$ cat src/rtl/mem_controller_pkg.sv
// Shared types for the cache-line memory controller:
// word/line geometry, FSM states and grant encoding.
package mem_controller_pkg;

  localparam int WORD_SIZE  = 16;
  localparam int LINE_WORDS = 4;

  typedef enum logic [1:0] {
    S_IDLE = 2'd0,
    S_XFER = 2'd1,
    S_DONE = 2'd2
  } state_t;

  typedef enum logic {
    GNT_I = 1'b0,
    GNT_D = 1'b1
  } grant_t;

endpackage

$ cat src/rtl/mem_controller_if.sv
// Cache-side request ports and word-wide memory bus.
// master = controller, slave = caches plus memory.
interface mem_controller_if #(
  parameter int WORD_SIZE  = 16,
  parameter int LINE_WORDS = 4
);

  localparam int LW = WORD_SIZE * LINE_WORDS;

  logic                 i_req;
  logic [WORD_SIZE-1:0] i_addr;
  logic [LW-1:0]        i_line;
  logic                 i_done;

  logic                 d_req;
  logic                 d_we;
  logic [WORD_SIZE-1:0] d_addr;
  logic [LW-1:0]        d_wline;
  logic [LW-1:0]        d_line;
  logic                 d_done;

  logic                 mem_read;
  logic                 mem_write;
  logic [WORD_SIZE-1:0] mem_addr;
  logic [WORD_SIZE-1:0] mem_wdata;
  logic [WORD_SIZE-1:0] mem_rdata;
  logic                 mem_ack;

  modport master (
    input  i_req, i_addr,
    input  d_req, d_we, d_addr, d_wline,
    input  mem_rdata, mem_ack,
    output i_line, i_done,
    output d_line, d_done,
    output mem_read, mem_write,
    output mem_addr, mem_wdata
  );

  modport slave (
    output i_req, i_addr,
    output d_req, d_we, d_addr, d_wline,
    output mem_rdata, mem_ack,
    input  i_line, i_done,
    input  d_line, d_done,
    input  mem_read, mem_write,
    input  mem_addr, mem_wdata
  );

endinterface

$ cat src/rtl/mem_arbiter_rr.sv
// Two-way I/D arbiter; ties alternate, starting with D.
// The pointer only moves when a tie is actually granted.
module mem_arbiter_rr
  import mem_controller_pkg::*;
(
  input  logic   clk,
  input  logic   reset_n,
  input  logic   i_req,
  input  logic   d_req,
  input  logic   update,
  output grant_t grant
);

  grant_t prio;

  always_comb begin
    grant = prio;
    unique case (1'b1)
      (i_req & ~d_req): grant = GNT_I;
      (d_req & ~i_req): grant = GNT_D;
      default:          grant = prio;
    endcase
  end

  always_ff @(posedge clk) begin
    if (reset_n) begin
      prio <= GNT_D;
    end else if (update && i_req && d_req) begin
      prio <= (grant == GNT_D) ? GNT_I : GNT_D;
    end
  end

endmodule

$ cat src/rtl/mem_controller.sv
// Serialises I/D cache line refills and D writebacks
// into word transfers on a single ack-driven memory bus.
module mem_controller #(
  parameter int WORD_SIZE  = mem_controller_pkg::WORD_SIZE,
  parameter int LINE_WORDS = mem_controller_pkg::LINE_WORDS
) (
  input logic              clk,
  input logic              reset_n,
  mem_controller_if.master bus
);

  import mem_controller_pkg::*;

  localparam int LW = WORD_SIZE * LINE_WORDS;
  localparam int KW =
    (LINE_WORDS > 1) ? $clog2(LINE_WORDS) : 1;

  state_t               state;
  grant_t               grant;
  grant_t               gnt_q;
  logic                 we_q;
  logic [KW-1:0]        k;
  logic [LW-1:0]        wline_q;
  logic [LW-1:0]        buf_q;
  logic [LW-1:0]        buf_nx;
  logic [WORD_SIZE-1:0] sel_addr;
  logic [WORD_SIZE-1:0] line_base;
  logic                 sel_we;
  logic                 any_req;
  logic                 upd;
  logic                 last;

  assign any_req = bus.i_req | bus.d_req;
  assign upd     = (state == S_IDLE) && any_req;
  assign last    = (k == KW'(LINE_WORDS - 1));

  assign sel_addr  = (grant == GNT_I) ? bus.i_addr
                                      : bus.d_addr;
  assign line_base = sel_addr
                   & ~WORD_SIZE'(LINE_WORDS - 1);
  assign sel_we    = (grant == GNT_D) && bus.d_we;

  mem_arbiter_rr u_arb (
    .clk     (clk),
    .reset_n (reset_n),
    .i_req   (bus.i_req),
    .d_req   (bus.d_req),
    .update  (upd),
    .grant   (grant)
  );

  // Refill data lands in a staging line so the visible
  // line only changes when the whole refill completes.
  always_comb begin
    buf_nx = buf_q;
    buf_nx[int'(k)*WORD_SIZE +: WORD_SIZE] =
      bus.mem_rdata;
  end

  always_ff @(posedge clk) begin
    if (reset_n) begin
      state         <= S_IDLE;
      gnt_q         <= GNT_I;
      we_q          <= 1'b0;
      k             <= '0;
      wline_q       <= '0;
      buf_q         <= '0;
      bus.i_line    <= '0;
      bus.i_done    <= 1'b0;
      bus.d_line    <= '0;
      bus.d_done    <= 1'b0;
      bus.mem_read  <= 1'b0;
      bus.mem_write <= 1'b0;
      bus.mem_addr  <= '0;
      bus.mem_wdata <= '0;
    end else begin
      bus.i_done <= 1'b0;
      bus.d_done <= 1'b0;
      case (state)
        S_IDLE: begin
          if (any_req) begin
            state         <= S_XFER;
            gnt_q         <= grant;
            we_q          <= sel_we;
            k             <= '0;
            wline_q       <= bus.d_wline >> WORD_SIZE;
            bus.mem_addr  <= line_base;
            bus.mem_read  <= ~sel_we;
            bus.mem_write <= sel_we;
            bus.mem_wdata <= sel_we
              ? bus.d_wline[WORD_SIZE-1:0] : '0;
          end
        end
        S_XFER: begin
          if (bus.mem_ack) begin
            if (!we_q) buf_q <= buf_nx;
            if (last) begin
              state         <= S_DONE;
              bus.mem_read  <= 1'b0;
              bus.mem_write <= 1'b0;
              bus.mem_addr  <= '0;
              bus.mem_wdata <= '0;
              if (gnt_q == GNT_I) begin
                bus.i_line <= buf_nx;
                bus.i_done <= 1'b1;
              end else begin
                if (!we_q) bus.d_line <= buf_nx;
                bus.d_done <= 1'b1;
              end
            end else begin
              k             <= k + KW'(1);
              bus.mem_addr  <= bus.mem_addr
                             + WORD_SIZE'(1);
              wline_q       <= wline_q >> WORD_SIZE;
              bus.mem_wdata <= we_q
                ? wline_q[WORD_SIZE-1:0] : '0;
            end
          end
        end
        S_DONE: begin
          state <= S_IDLE;
        end
        default: begin
          state <= S_IDLE;
        end
      endcase
    end
  end

endmodule
$ cat src/flat_wrapper.sv
// flat-port wrapper written by rule: the top's interface ports become plain ports
module mem_controller_flat import mem_controller_pkg::*;
#(
  parameter int WORD_SIZE  = mem_controller_pkg::WORD_SIZE,
  parameter int LINE_WORDS = mem_controller_pkg::LINE_WORDS
)
  (clk, reset_n, bus_i_req, bus_i_addr, bus_d_req, bus_d_we, bus_d_addr, bus_d_wline, bus_mem_rdata, bus_mem_ack, bus_i_line, bus_i_done, bus_d_line, bus_d_done, bus_mem_read, bus_mem_write, bus_mem_addr, bus_mem_wdata);
  mem_controller_if #(.WORD_SIZE(WORD_SIZE), .LINE_WORDS(LINE_WORDS)) bus_i ();
  input logic clk;
  input logic reset_n;
  input wire logic [$bits(bus_i.i_req)-1:0] bus_i_req;
  input wire logic [$bits(bus_i.i_addr)-1:0] bus_i_addr;
  input wire logic [$bits(bus_i.d_req)-1:0] bus_d_req;
  input wire logic [$bits(bus_i.d_we)-1:0] bus_d_we;
  input wire logic [$bits(bus_i.d_addr)-1:0] bus_d_addr;
  input wire logic [$bits(bus_i.d_wline)-1:0] bus_d_wline;
  input wire logic [$bits(bus_i.mem_rdata)-1:0] bus_mem_rdata;
  input wire logic [$bits(bus_i.mem_ack)-1:0] bus_mem_ack;
  output wire logic [$bits(bus_i.i_line)-1:0] bus_i_line;
  output wire logic [$bits(bus_i.i_done)-1:0] bus_i_done;
  output wire logic [$bits(bus_i.d_line)-1:0] bus_d_line;
  output wire logic [$bits(bus_i.d_done)-1:0] bus_d_done;
  output wire logic [$bits(bus_i.mem_read)-1:0] bus_mem_read;
  output wire logic [$bits(bus_i.mem_write)-1:0] bus_mem_write;
  output wire logic [$bits(bus_i.mem_addr)-1:0] bus_mem_addr;
  output wire logic [$bits(bus_i.mem_wdata)-1:0] bus_mem_wdata;
  assign bus_i.i_req = bus_i_req;
  assign bus_i.i_addr = bus_i_addr;
  assign bus_i.d_req = bus_d_req;
  assign bus_i.d_we = bus_d_we;
  assign bus_i.d_addr = bus_d_addr;
  assign bus_i.d_wline = bus_d_wline;
  assign bus_i.mem_rdata = bus_mem_rdata;
  assign bus_i.mem_ack = bus_mem_ack;
  assign bus_i_line = bus_i.i_line;
  assign bus_i_done = bus_i.i_done;
  assign bus_d_line = bus_i.d_line;
  assign bus_d_done = bus_i.d_done;
  assign bus_mem_read = bus_i.mem_read;
  assign bus_mem_write = bus_i.mem_write;
  assign bus_mem_addr = bus_i.mem_addr;
  assign bus_mem_wdata = bus_i.mem_wdata;
  mem_controller #(.WORD_SIZE(WORD_SIZE), .LINE_WORDS(LINE_WORDS)) u_core (.clk(clk), .reset_n(reset_n), .bus(bus_i));
endmodule
$ cat config.mk
export PLATFORM = sky130hd
export DESIGN_NAME = mem_controller_flat
export DESIGN_NICKNAME = d
export VERILOG_FILES = /design/src/rtl/mem_controller_pkg.sv /design/src/rtl/mem_controller_if.sv /design/src/rtl/mem_arbiter_rr.sv /design/src/rtl/mem_controller.sv /design/src/flat_wrapper.sv
export SDC_FILE = /design/constraint.sdc
export NUM_CORES = 1
export LEC_CHECK = 0
export CAP_MARGIN = 30
export CORE_MARGIN = 2
export CORE_UTILIZATION = 45
export CTS_CLUSTER_SIZE = 8
export DETAILED_ROUTE_END_ITERATION = 8
export GPL_TIMING_DRIVEN = 0
export PLACE_DENSITY = 0.77
export SETUP_SLACK_MARGIN = 0.4
export SKIP_LAST_GASP = 1
export SYNTH_ARGS = -nofsm -noshare
export SYNTH_HDL_FRONTEND = slang
export SYNTH_SLANG_ARGS = --single-unit
$ cat constraint.sdc
create_clock -name clk -period 2 [get_ports clk]
set_input_delay 0.2 -clock clk [delete_from_list [all_inputs] [get_ports clk]]
set_output_delay 0.2 -clock clk [all_outputs]
set_load 0.05 [all_outputs]
==> deck_impl_summary.md <==
Flow Results at a Glance

Status
  – Outcome: complete, but fails checks
  – Failing checks: negative setup slack

Power and ir drop
  – Peak VDD IR: 646 uV
  – Total power: 14.9 mW
  – Leakage: 9.16 nW

Floorplanning
  – Fp util: 45.5%
  – Tap cells: 330
  – Std cell rows: 58

STA
  – Skew final: 15.9 ps
  – Final period util: 104%
  – Hold Fails Final Rpt: 0
  – Setup Total Neg Slack: -1180 ps
  – Slew of the pin with the lowest slew margin: 915 ps
  – Final Worst Setup Slack: -79.5 ps
  – Setup Viol. Count Final: 37

Placed design
  – Hpwl dp: 27.4 mm
  – Port Buffer Count: 276

CTS
  – H-tree depth: 2
  – Clock Tree Buf Depth: 3

Layout
  – Leading cell kind: logic gates
  – P&R area growth vs syn: 71.5%
  – Gate Area: 6990 sq um
  – Non-clk bufs: 494
  – FFs & Latches: 283
  – Clock-cell share of area: 5.68%
  – Combinational gates: 879
  – Ant diodes: 2
  – Non-clock buffer share of cell area: 26.8%
  – Fin cells: 2049

Logic synthesis
  – Mux share: 1.80%
  – EDFF count, synth: 0
  – Adder share: 0.989%
  – Avg Inst Size Synth: 8.78 sq um
  – Synth area leader: dfxtp_1
  – Top area cell types: dfxtp_1 (50%), a211oi_1 (13%), nor2_1 (8.7%)
  – Async set-or-reset flop fraction in the synthesized netlist: 0%
  – Synthesized area: 11400 sq um
  – Commonest flop: dfxtp_1
  – Synth warnings: 0

Drt
  – Vias per cell: 6.21
  – Initial DRC count: 1269
  – Drt wl/cell: 24.5 microns

Global route
  – Gr usage total: 30.7%
  – Vias in the first global route: 11700

Worst setup path
  – Critical path capture point type: flop
  – Crit path launch type: flop

Job
  – Max_cap viols: 0
## cell usage after synthesis, types with 3 or more instances
master    instances
a211oi_1        194
a21oi_1          75
a221oi_1         17
a22oi_1          21
a311oi_1         32
a31oi_1           6
and3b_1           3
buf_1             8
buf_2            36
clkbuf_1         75
dfxtp_1         283
ha_1              9
inv_1            14
mux2_2           12
mux2i_1           7
nand2_1          78
nand2b_1          3
nand3_1           8
nand3b_1          3
nand4_1           4
nor2_1          264
nor2b_1          65
nor3_1           23
nor3b_1           3
nor4_1            7
o21ai_0           8
o32a_1            5
o32ai_1           5
or3_1             5
## what timing repair did
action                                 in CTS  in global routing
endpoints found under the hold margin       0                  0
buffers inserted                           38                 40
cloned                                     10                  9
pin swaps                                  95                104
resized                                   316                353
setup endpoints to repair                 443                439
## worst max-delay path: stages, from the launching register on
cell	delay, ps
dfxtp_4	410
inv_6	60
ha_4	340
and3b_2	210
and3b_1	270
buf_8	180
clkbuf_16	170
a21oi_4	80
a211oi_2	250
## power by group
part	leakage [nW]	switching (mW)	internal [mW]
registers	2.31	0.189	5.89
logic	6.30	1.47	1.06
clock network	0.542	2.49	3.83
total	9.16	4.14	10.8
## metal layers
metal	vias to the layer above	track usage [%]	part of all wire, %	wire length, microns
met5	-	0	0	0
met4	0	14.6	7.1	3540
met3	285	6.65	10	5070
met2	875	51.6	48	23800
met1	6076	37.4	35	17700
li1	5487	-	-	-
## path summary, 6_finish.rpt
| path | start | slack, ps | endpoint | cells after the start |
|---|---|---|---|---|
| hold reg to reg | u_core.wline_q[41] | 480 | u_core.wline_q[25] | 2 |
| hold / removal | bus_i_req | 90 | u_core.u_arb.prio | 4 |
| setup reg to reg | u_core.k[0] | -80 | u_core.buf_q[29] | 8 |
| setup / recovery | u_core.k[0] | -80 | u_core.buf_q[29] | 8 |
## state kept, by name, indices dropped and copies added (netlist names)
name	count
u_core.buf_q	64
u_core.bus.d_line	64
u_core.bus.i_line	64
u_core.wline_q	48
u_core.bus.mem_addr	16
u_core.bus.mem_wdata	16
u_core.k	2
u_core.state	2
u_core.bus.d_done	1
u_core.bus.i_done	1
u_core.bus.mem_read	1
u_core.bus.mem_write	1
u_core.gnt_q	1
u_core.u_arb.prio	1
u_core.we_q	1
## cells by family after synthesis
| family | Yosys count |
|---|---|
| AND/OR/NAND/NOR | 478 |
| AND-OR/OR-AND | 373 |
| flip-flops | 283 |
| buffers and inverters | 134 |
| multiplexers | 19 |
| adder cells (fa/ha/maj) | 9 |
## cells in the final DEF, fill, tap and decap left out, drive strengths merged, types with 5 or more instances in the layout
master,synthesis,routed
a311oi,32,32
a31oi,6,6
nand2,78,78
or3,5,5
nor2b,66,66
a21oi,75,75
nand3,8,8
nor3,23,23
a211oi,194,194
ha,9,9
mux2,12,12
o21ai,8,8
clkbuf,75,111
nor4,8,8
dfxtp,283,283
mux2i,7,7
nor2,264,264
clkdlybuf4s50,0,131
o32ai,5,5
inv,14,14
buf,45,152
o32a,5,5
dlymetal6s2s,0,133
a221oi,17,17
a22oi,21,21
dlygate4sd2,0,9
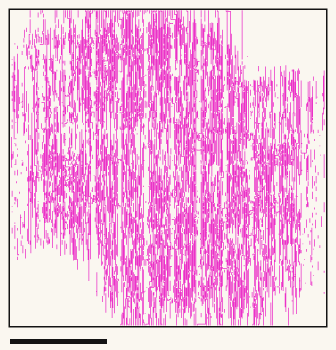
*Metal 2*
The bar under the picture is 50 microns long.
share of all routed wire: 48%
wire length on this layer: 23.8 mm
main direction: vertical
nets with wire on the layer: 1698

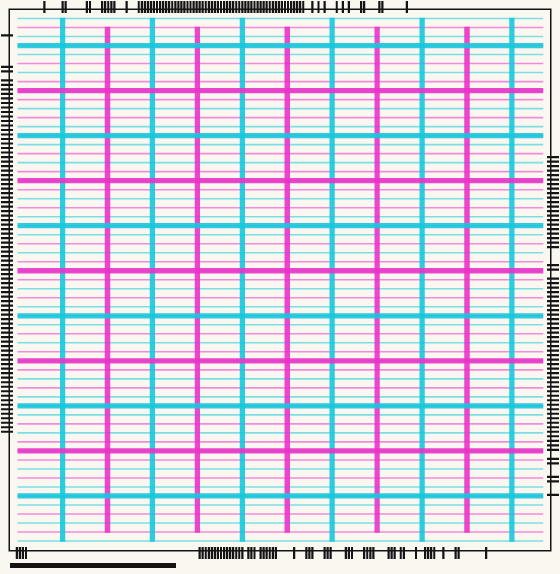
*Supply network*
The bar under the picture is 50 microns long. Pins as bars on the die edge.
| colour | net |
|---|---|
| cyan | VSS |
| magenta | VDD |
met5 straps: 11
met4 straps: 11
rows: 58

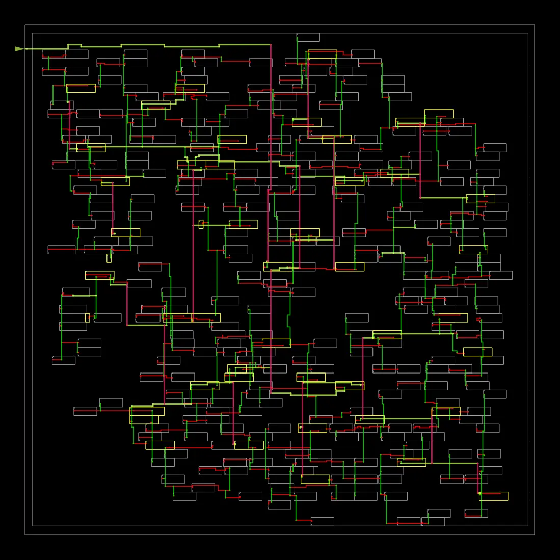
*The clock network*
Late-Pin Clk Latency: 530 ps
layout clock buffer count: 45
Sink Count: 283
Num CTS Buffers: 41

Power is estimated from default activity; no workload was simulated.
